The metal 1 layer:
The bar under the picture is 20 um long.
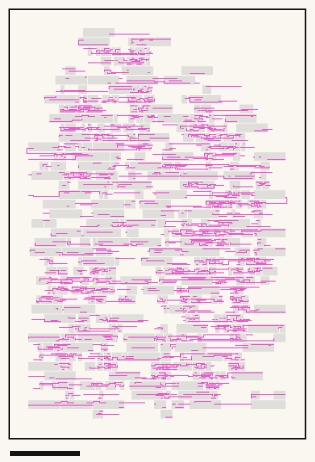
Met4 routing:
The bar under the picture is 20 um long.
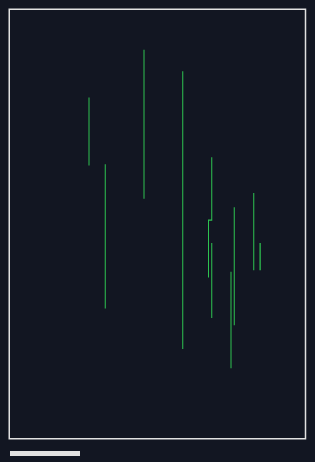
Met3 routing:
The bar under the picture is 20 um long.
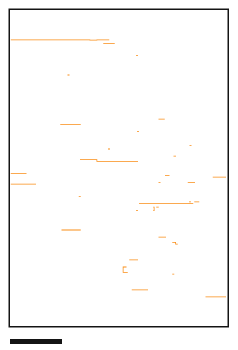
M2 wires:
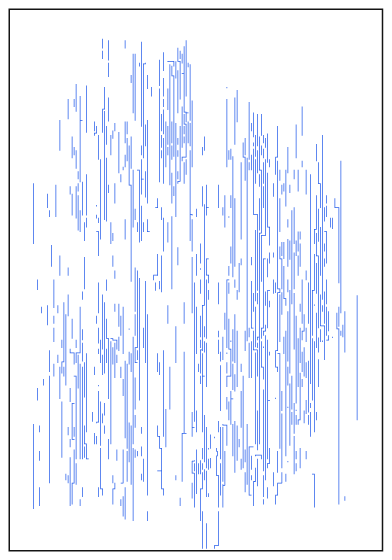
Design condicionador_botoes, sky130hd; sources not shown.
==> impl_metrics.tcl <==
# flow metrics
set metrics [dict create \
    arrival_ps 2410 \
    netlist_area_mm2 0.00395 \
    floorplan.nets 407 \
    clk_latency_ps 340 \
    r2r_cells 7 \
    status "finished clean" \
    cts_buffers 9 \
    finalWeightedCongestion 0.847 \
    initCoreUtil_pct 48.2 \
    nets 427 \
    wl_per_cell_um 15.1 \
    enable_flop_cells 0 \
    pre_cts_slack_ps 144 \
    vdd_drop_max_mv 0.559 \
    overflow 0 \
    ys_seq_share_pct 49.5 \
    fin_crit_ps 2190 \
    logic_family "simple AND/OR/NAND/NOR gates" \
    rsz0062_at_grt "false" \
    crit_required_ps 2520 \
    grt_pass1_vias 3019 \
    drv_cap 0 \
    portBuffers 7 \
    regToRegSetupSlack_ps 110 \
    pin_count 8 \
    hold_viol 0 \
    dp.final_hpwl_um 5720 \
    whs_ps 356 \
    clock-sinks 78 \
    final.setup_skew_ps 5.47 \
    synth_flops 78 \
    mux_share_pct 0.506 \
    die_w_um 84 \
    largest_reg_flops 40 \
    grt_pass1_wl_um 14100 \
    final_cells 532 \
    drt_iter0_drc 130 \
    diodes 0 \
    hold_depth 0 \
    routed_via_density 5.62 \
    htreeDepth 3 \
    yosysChipArea_mm2 0.00395 \
    warnings 26 \
]
About 'the metal 1 layer':
longest straight run: 29.9 um
wire length on this layer: 3420 um
main direction: horizontal
DR vias: 2992
met1 Resource Use GR: 19.3%
WL final: 8040 um

About 'met4 routing':
nets with wire on the layer: 8
wire length on this layer: 327 um
longest straight run: 78.9 um
main direction: vertical
share of all routed wire: 4.1%

About 'met3 routing':
wire length on this layer: 160 um
longest straight run: 30.4 um
share of all routed wire: 2.0%
main direction: horizontal
nets with wire on the layer: 17
grt met3 use: 2.91%

About 'M2 wires':
wire length on this layer: 4140 um
nets with wire on the layer: 351
main direction: vertical
longest straight run: 47.6 um
share of all routed wire: 51%
grt met2 use: 30.0%

## layout by cell type (no fill, tap or decap), drive strengths merged, types with 9 or more instances in the layout
cell type  synthesis  final
nor2              52     52
dfrtp             74     74
nor4               9      9
clkbuf             5     15
nor3              15     15
nand4             13     13
nand2             27     27
and3              18     18
xor2              16     16
buf               10     11
inv               11     11
nand3             36     36
a211o             11     11
xnor2             22     22
## critical path: stages (launching register included)
cell     delay (ps)
dfrtp_1         410
ha_1            230
and3_1          250
nand2_2         160
o31a_1          410
buf_6           180
and3_1          170
a211o_1         260
## kinds of logic (layout without fill, tap and decap cells)
family,after synthesis,count (layout)
AND-OR/OR-AND,56,56
XOR/XNOR,38,38
adder cells (fa/ha/maj),3,3
buffers and inverters,26,51
flip-flops,78,78
multiplexers,2,2
AND/OR/NAND/NOR,197,197
## layout make-up
class	instances	area, um2
flip-flops and latches	78	1960
clock inverters	7	113
clock buffers	9	225
fillers	739	3660
inverters	11	41.3
plain buffers	15	88.8
repair buffers	9	105
well taps	107	134
multi-input cells	296	1880
## power by group
part           switching, W  leakage (nW)  internal [W]
Combinational     0.0000458         0.756     0.0000233
Sequential        0.0000109          1.07       0.00139
Clock              0.000549         0.165       0.00105
## per-stage QoR
stage,util [%],area [um2],total power (W),TNS (ps)
floorplan,-,3950,0.00145,0
global placement,50.6,4160,0.00149,-143400
detailed placement,50.9,4180,0.00150,0
CTS,55.2,4530,0.00311,0
global route,55.4,4550,0.00318,0
finish,55.4,4550,0.00307,0
## routing by layer
| metal | track usage [%] | vias to the layer above | share of wire [%] |
|---|---|---|---|
| met2 | 30.0 | 39 | 51 |
| met3 | 2.91 | 25 | 2.0 |
| li1 | - | 1485 | - |
| met4 | 11.5 | 0 | 4.1 |
| met5 | 0 | - | 0 |
| met1 | 19.3 | 1443 | 42 |
## timing repair
item                       in CTS  in global routing
hold buffers                    1                  0
setup endpoints to repair       0                  7
resized                         0                  3
hold endpoints to repair       27                  0
No activity file was given, so power comes from the tool's default toggle rates.
